[config.mk]
export PLATFORM = sky130hd
export DESIGN_NAME = prime_sieve_engine
export DESIGN_NICKNAME = d
export VERILOG_FILES = /design/src/rtl/prime_sieve_pkg.sv /design/src/rtl/prime_sieve_stepper.sv /design/src/rtl/prime_sieve_engine.sv
export SDC_FILE = /design/constraint.sdc
export NUM_CORES = 1
export LEC_CHECK = 0
export ABC_CLOCK_PERIOD_IN_PS = 8750
export CELL_PAD_IN_SITES_DETAIL_PLACEMENT = 2
export CELL_PAD_IN_SITES_GLOBAL_PLACEMENT = 2
export CORE_UTILIZATION = 39
export CTS_BUF_LIST = sky130_fd_sc_hd__clkbuf_4 sky130_fd_sc_hd__clkbuf_8 sky130_fd_sc_hd__clkbuf_16
export DETAILED_ROUTE_END_ITERATION = 6
export HOLD_SLACK_MARGIN = 0.05
export PLACE_DENSITY_LB_ADDON = 0.1
export SLEW_MARGIN = 25
export SYNTH_ARGS = -nofsm -noshare
export SYNTH_HDL_FRONTEND = slang
export SYNTH_SLANG_ARGS = --single-unit
[constraint.sdc]
create_clock -name clock -period 8.75 [get_ports clock]
set_input_delay 0.875 -clock clock [delete_from_list [all_inputs] [get_ports clock]]
set_output_delay 0.875 -clock clock [all_outputs]
set_load 0.005 [all_outputs]
[src/rtl/prime_sieve_pkg.sv]
// prime_sieve_pkg
// Shared types and constants for the prime sieve marking engine.
//   sieve_state_t : controller states, also exported on the engine's debug port
//   FIRST_PRIME   : first base examined by every sieve run
package prime_sieve_pkg;

    typedef enum logic [2:0] {
        IDLE  = 3'd0,
        CHECK = 3'd1,
        EVAL  = 3'd2,
        MARK  = 3'd3,
        DONE  = 3'd4
    } sieve_state_t;

    localparam int FIRST_PRIME = 2;

endpackage

[src/rtl/prime_sieve_stepper.sv]
// prime_sieve_stepper
// Multiple generator for one base prime. On load it starts at p*p with a
// stride of p, or 2*p for odd bases when PRIME_SIEVE_ODD_STEP_EN is defined.
// Each advance moves to the next multiple.
// Ports:
//   clock, reset  : rising-edge clock, asynchronous active-high reset
//   load          : start a new base (m = p*p, step = stride of p)
//   advance       : step m to the next multiple
//   p             : current base prime
//   max_value     : inclusive upper bound of the sieve
//   square_over   : p*p > max_value, so this base has nothing to mark
//   mark_addr     : RAM address of the current multiple
//   last_write    : current multiple is the last one that fits under max_value
module prime_sieve_stepper #(
    parameter int N_WIDTH    = 10,
    parameter int SQRT_WIDTH = 6
) (
    input  logic                  clock,
    input  logic                  reset,
    input  logic                  load,
    input  logic                  advance,
    input  logic [SQRT_WIDTH-1:0] p,
    input  logic [N_WIDTH-1:0]    max_value,
    output logic                  square_over,
    output logic [N_WIDTH-1:0]    mark_addr,
    output logic                  last_write
);
    import prime_sieve_pkg::*;

    // Compare width large enough for both the full square and the bound.
    localparam int CMP_W = (2 * SQRT_WIDTH > N_WIDTH + 1) ? 2 * SQRT_WIDTH : N_WIDTH + 1;
`ifdef PRIME_SIEVE_ODD_STEP_EN
    localparam int STEP_W = SQRT_WIDTH + 1;
`else
    localparam int STEP_W = SQRT_WIDTH;
`endif

    logic [2*SQRT_WIDTH-1:0] p_sq;
    logic [CMP_W-1:0]        p_sq_w;
    logic [CMP_W-1:0]        max_w;
    logic [STEP_W-1:0]       step_init;
    logic [STEP_W-1:0]       step_q;
    logic [N_WIDTH:0]        m_q;
    logic [N_WIDTH:0]        m_next;

    // Full-width square: a large base can never wrap below max and mark junk.
    assign p_sq        = {{SQRT_WIDTH{1'b0}}, p} * {{SQRT_WIDTH{1'b0}}, p};
    assign p_sq_w      = CMP_W'(p_sq);
    assign max_w       = CMP_W'(max_value);
    assign square_over = p_sq_w > max_w;

`ifdef PRIME_SIEVE_ODD_STEP_EN
    // Even multiples of an odd base are already marked by base 2.
    assign step_init = (p == SQRT_WIDTH'(FIRST_PRIME)) ? {1'b0, p} : {p, 1'b0};
`else
    assign step_init = p;
`endif

    // One extra bit on m: the stride past the top address is caught here
    // rather than wrapping to a low index.
    assign m_next     = m_q + (N_WIDTH + 1)'(step_q);
    assign last_write = m_next > {1'b0, max_value};
    assign mark_addr  = m_q[N_WIDTH-1:0];

    always_ff @(posedge clock or posedge reset) begin
        if (reset) begin
            m_q    <= '0;
            step_q <= '0;
        end else if (load) begin
            m_q    <= (N_WIDTH + 1)'(p_sq);
            step_q <= step_init;
        end else if (advance) begin
            m_q    <= m_next;
        end
    end

endmodule

[src/rtl/prime_sieve_engine.sv]
// prime_sieve_engine
// Sieve-of-Eratosthenes marker. It walks base candidates 2..sqrt_bound and
// reads each one back from an external 1-bit RAM, skipping bases that are
// already composite. For each prime base it writes composite flags from p*p
// up to max_prime.
// Optional build macro: PRIME_SIEVE_ODD_STEP_EN (odd bases mark odd multiples only).
// Handshake: start is sampled only in IDLE; busy is high in every other state;
// done pulses for one cycle (with busy) on completion; abort in any non-IDLE
// state returns to IDLE next cycle without done, and beats start in IDLE.
// Ports:
//   clock, reset : rising-edge clock, asynchronous active-high reset
//   start, abort : run request / synchronous cancel
//   max_prime    : inclusive upper bound, latched on start
//   sqrt_bound   : last base to process, latched on start
//   busy, done   : status
//   ram_addr     : shared read/write address
//   ram_rden     : read strobe, ram_rdata valid the following cycle
//   ram_rdata    : 1 = entry already composite
//   ram_wren     : write strobe, data implicitly 1
//   dbg_state    : current controller state (sieve_state_t encoding)
module prime_sieve_engine #(
    parameter int N_WIDTH    = 10,
    parameter int SQRT_WIDTH = 6
) (
    input  logic                  clock,
    input  logic                  reset,
    input  logic                  start,
    input  logic                  abort,
    input  logic [N_WIDTH-1:0]    max_prime,
    input  logic [SQRT_WIDTH-1:0] sqrt_bound,
    output logic                  busy,
    output logic                  done,
    output logic [N_WIDTH-1:0]    ram_addr,
    output logic                  ram_rden,
    input  logic                  ram_rdata,
    output logic                  ram_wren,
    output logic [2:0]            dbg_state
);
    import prime_sieve_pkg::*;

    sieve_state_t          state, next_state;
    logic [SQRT_WIDTH-1:0] p_q;
    logic [N_WIDTH-1:0]    max_q;
    logic [SQRT_WIDTH-1:0] sqrt_q;

    logic                  load, advance, next_base;
    logic                  square_over, last_write;
    logic [N_WIDTH-1:0]    mark_addr;
    logic                  accept_start;

    assign accept_start = (state == IDLE) && start && !abort;
    assign dbg_state    = state;

    prime_sieve_stepper #(
        .N_WIDTH    (N_WIDTH),
        .SQRT_WIDTH (SQRT_WIDTH)
    ) u_stepper (
        .clock       (clock),
        .reset       (reset),
        .load        (load),
        .advance     (advance),
        .p           (p_q),
        .max_value   (max_q),
        .square_over (square_over),
        .mark_addr   (mark_addr),
        .last_write  (last_write)
    );

    always_ff @(posedge clock or posedge reset) begin
        if (reset) begin
            state  <= IDLE;
            p_q    <= SQRT_WIDTH'(FIRST_PRIME);
            max_q  <= '0;
            sqrt_q <= '0;
        end else begin
            state <= next_state;
            if (accept_start) begin
                max_q  <= max_prime;
                sqrt_q <= sqrt_bound;
                p_q    <= SQRT_WIDTH'(FIRST_PRIME);
            end else if (!abort && next_base && (p_q != sqrt_q)) begin
                p_q <= p_q + 1'b1;
            end
        end
    end

    always_comb begin
        next_state = state;
        busy       = (state != IDLE);
        done       = 1'b0;
        ram_addr   = '0;
        ram_rden   = 1'b0;
        ram_wren   = 1'b0;
        load       = 1'b0;
        advance    = 1'b0;
        next_base  = 1'b0;

        case (state)
            IDLE: begin
                if (accept_start) begin
                    next_state = (sqrt_bound < SQRT_WIDTH'(FIRST_PRIME)) ? DONE : CHECK;
                end
            end
            CHECK: begin
                ram_addr   = N_WIDTH'(p_q);
                ram_rden   = 1'b1;
                next_state = EVAL;
            end
            EVAL: begin
                // Composite base or square beyond the bound: nothing to mark.
                if (ram_rdata || square_over) begin
                    next_base = 1'b1;
                end else begin
                    load       = 1'b1;
                    next_state = MARK;
                end
            end
            MARK: begin
                ram_addr = mark_addr;
                ram_wren = 1'b1;
                advance  = 1'b1;
                if (last_write) begin
                    next_base = 1'b1;
                end
            end
            DONE: begin
                done       = 1'b1;
                next_state = IDLE;
            end
            default: begin
                next_state = IDLE;
            end
        endcase

        if (next_base) begin
            next_state = (p_q == sqrt_q) ? DONE : CHECK;
        end

        if (abort && (state != IDLE)) begin
            next_state = IDLE;
        end
    end

endmodule

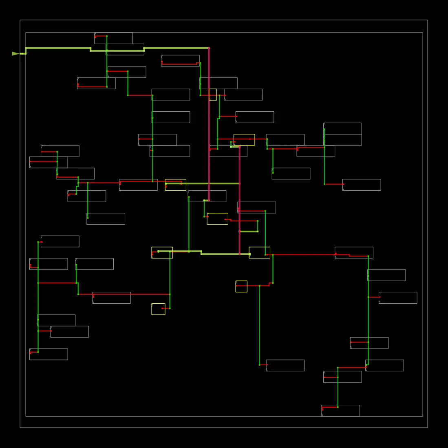
(images/clocks.png)
Late-Pin Clk Latency: 0.30 ns
flop count: 42
clock group power: 0.000132 W
clock sink count: 42
Max Clock Skew: 0.00745 ns

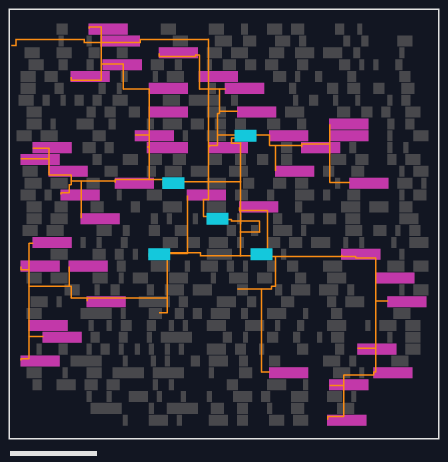
(images/clk_routes.png)
The bar under the picture is 20 µm long.
clock drivers -> cyan  # count 5
flip-flops -> magenta  # count 42
clock wires -> orange  # length 649 µm
routed clock nets = 6

==> reports/summary.txt <==
Status = finished, final reports clean
M1 GR Usage = 30.8%
Worst Path Arrival = 6.35 ns
# IOs = 38
FILL cells = 959
Post-detail-place hpwl = 8510 µm
Log Warnings = 27
RePlAce Congestion = 0.845
TritonRoute pass-1 iters = 6
Vias per cell = 5.70
Flop area = 1050 µm²
Pleak = 1.99 nW
Adder and majority gate portion of the synthesized area = 18.8%
Yosys stat area = 3610 µm²
Post-Layout Cell Count = 520
Vias = 2,962
Hold endpoint = u_stepper.step_q[0]
R2R Path End = u_stepper.m_q[6]
Clk root buf = clkbuf_8
Syn. warnings = 0
Path depth of the worst reg2reg path = 21
CP endpoint = u_stepper.m_q[6]
F_max = 0.163 GHz
Worst-path clk slew = 0.09 ns
Crit start category = flop
Number of gates resized after CTS = 0
Worst Tran Pin Value = 0.904 ns
Die W = 98.2 µm
Max Cap Viol = 0
VDD IR max = 72.8 µV
Wire per inst = 20.2 µm
Layout cells sized above 1 = 8.74%
Vias in the first global route = 3,274
Commonest flop = dfrtp_1
Top-count cell post-synth = inv_1
Finished Core Util = 46.9%
Yosys Instances = 380
XOR Share, Synth = 5.58%
Grt ovf = 0
Largest net degree at the start of global routing = 43
Final min period = 6.15 ns
Pwr Density = 166 nW/µm²
Synth unique cells = 59
Htree depth = 2
DRC = 0
Drt initial violations = 120
Setup bufs post-CTS = 0
Syn Nets = 450
Aoi/oai-family share of the synthesized area = 16.6%
Port bufs = 37
Tcrit/Tclk final = 70.3%
Total GRT Usage = 23.5%
Global-route wire length before repair = 17,700 µm
Routed wire length = 10,500 µm
Chip height = 98.2 µm
Top cell area share = 28.4%
Asr flop ratio synth = 100%
Synth top cells by count = inv_1, dfrtp_1, ha_1
Commonest Layout Cell = inv_1
Met2 Usage GRT = 42.0%
Worst Path Required = 8.95 ns
Sequential area share after synthesis = 29.1%
Post-Synth Simple-Gate Area = 14.1%
Avg Cell Area, Syn = 9.50 µm²
Antenna violations before repair = 0
R2R Path Start = p_q[3]
Final Net Count = 481
Synthesized registers = 42
Logic area = 2330 µm²
Fp_density = 40.8%
CP Class = reg -> reg
Hold Path Origin = u_stepper.step_q[0]
CP startpoint = p_q[3]
Hold Path Depth = 1
Worst-path maximum fanout = 18
Most instantiated logic cells after routing = inv_1, dfrtp_1, ha_1
Worst setup EP type = flop
Multiplexer share = 9.39%
Grt peak-use layer = met2
Setup violations, final = 0
RSZ-0062 raised after global routing = no
Grt met3 use = 2.72%
Hold WC Path Type = reg -> reg
Biggest area cells = dfrtp_1, ha_1, fa_1
Setup TNS = 0 ns
Die Size = 9650 µm²
CTS tree = built
Cell taking the most area after synthesis = dfrtp_1
Placed cell count = 512
Maximum buffer depth of the clock tree = 2
Internal reg-to-reg setup slack = 2.60 ns
Dominant comb cell = adder cells
Final Hold Fails = 0
Slew margin rel. = 39.3%
Synth-to-Final Area Change = 14.9%
Post-synth EDFFs = 0
TritonCTS Buffers = 5
ANT cells = 0
Final antenna-violating net count = 0
Gate Count Post-Synth = 380
Synthesized cell area = 3610 µm²
Slew Limit Fails = 0
CTS Hold Buffers Added = 0
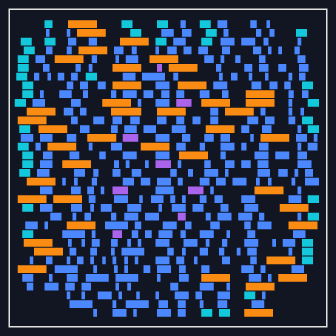
(images/placement_by_type.png)
combinational and other logic -> blue  # cells 324, share of their area 62%
flops -> orange  # cells 42, share of their area 26%
other buffers and delay cells -> cyan  # cells 38, share of their area 9.4%
clock drivers and dummy loads -> purple  # cells 8, share of their area 2.2%
# rows: 34
core region area: 8850 µm²

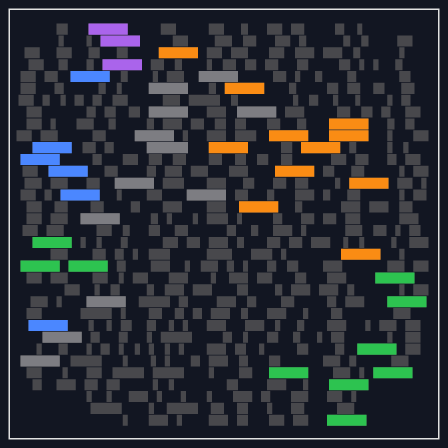
(images/flops_by_reg.png)
Other sequential cells in the stronger grey, the rest of the logic in the fainter grey.
max_q -> green  # placed flops 10
sqrt_q -> blue  # placed flops 6
dbg_state -> purple  # placed flops 3
u_stepper.m_q -> orange  # placed flops 11

power by group:
part	switching [W]	leakage (nW)	internal, W
Sequential	0.0000408	0.535	0.000232
Clock	0.0000756	0.0441	0.0000562
Combinational	0.000155	1.41	0.000128
Total	0.000272	1.99	0.000416
critical path, cell delays in order (launching register included):
cell and delay (ns):
dfrtp_1 0.61, inv_1 0.16, nor2_1 0.29, fa_1 0.47
inv_1 0.12, fa_1 0.45, fa_1 0.54, inv_1 0.04
ha_1 0.35, a211oi_1 0.24, nor2b_1 0.12, o21a_1 0.18
nor2_1 0.12, xnor2_1 0.17, ha_1 0.30, a211oi_1 0.21
o21ai_0 0.13, nor2_1 0.16, o32ai_1 0.18, nor3_4 0.74
nor2_2 0.20, a21bo_2 0.26
metal layers:
metal | routed length (µm) | vias to the layer above
met4 | 130 | 0
li1 | - | 1401
met1 | 4860 | 1506
met5 | 0 | -
met3 | 202 | 12
met2 | 5330 | 43
stage by stage:
stage / setup WS (ns) / hold slack [ns] / cell area [µm²] / total power [W]
5_1_grt: 2.12 / 0.533 / 4150 / 0.000737
2_1_floorplan: 3.43 / 0.462 / 3610 / 0.000452
4_1_cts: 2.59 / 0.516 / 4150 / 0.000695
3_5_place_dp: 2.62 / 0.494 / 4060 / 0.000557
3_3_place_gp: 2.88 / 0.472 / 4060 / 0.000532
6_report: 2.60 / 0.511 / 4150 / 0.000688
cell type report:
cell class / count / share of cell area [%]
timing repair buffer: 38 / 9.11
clock inverter: 3 / 0.513
tap: 108 / 3.26
multi-input combinational: 281 / 56.2
inverter: 43 / 3.89
sequential: 42 / 25.4
clock buffer: 5 / 1.66
state kept, by name (all words and copies together) (netlist names):
register,cells
sqrt_q,6
u_stepper.step_q,6
u_stepper.m_q,11
p_q,6
max_q,10
dbg_state,3
Power and IR drop assume default switching activity.
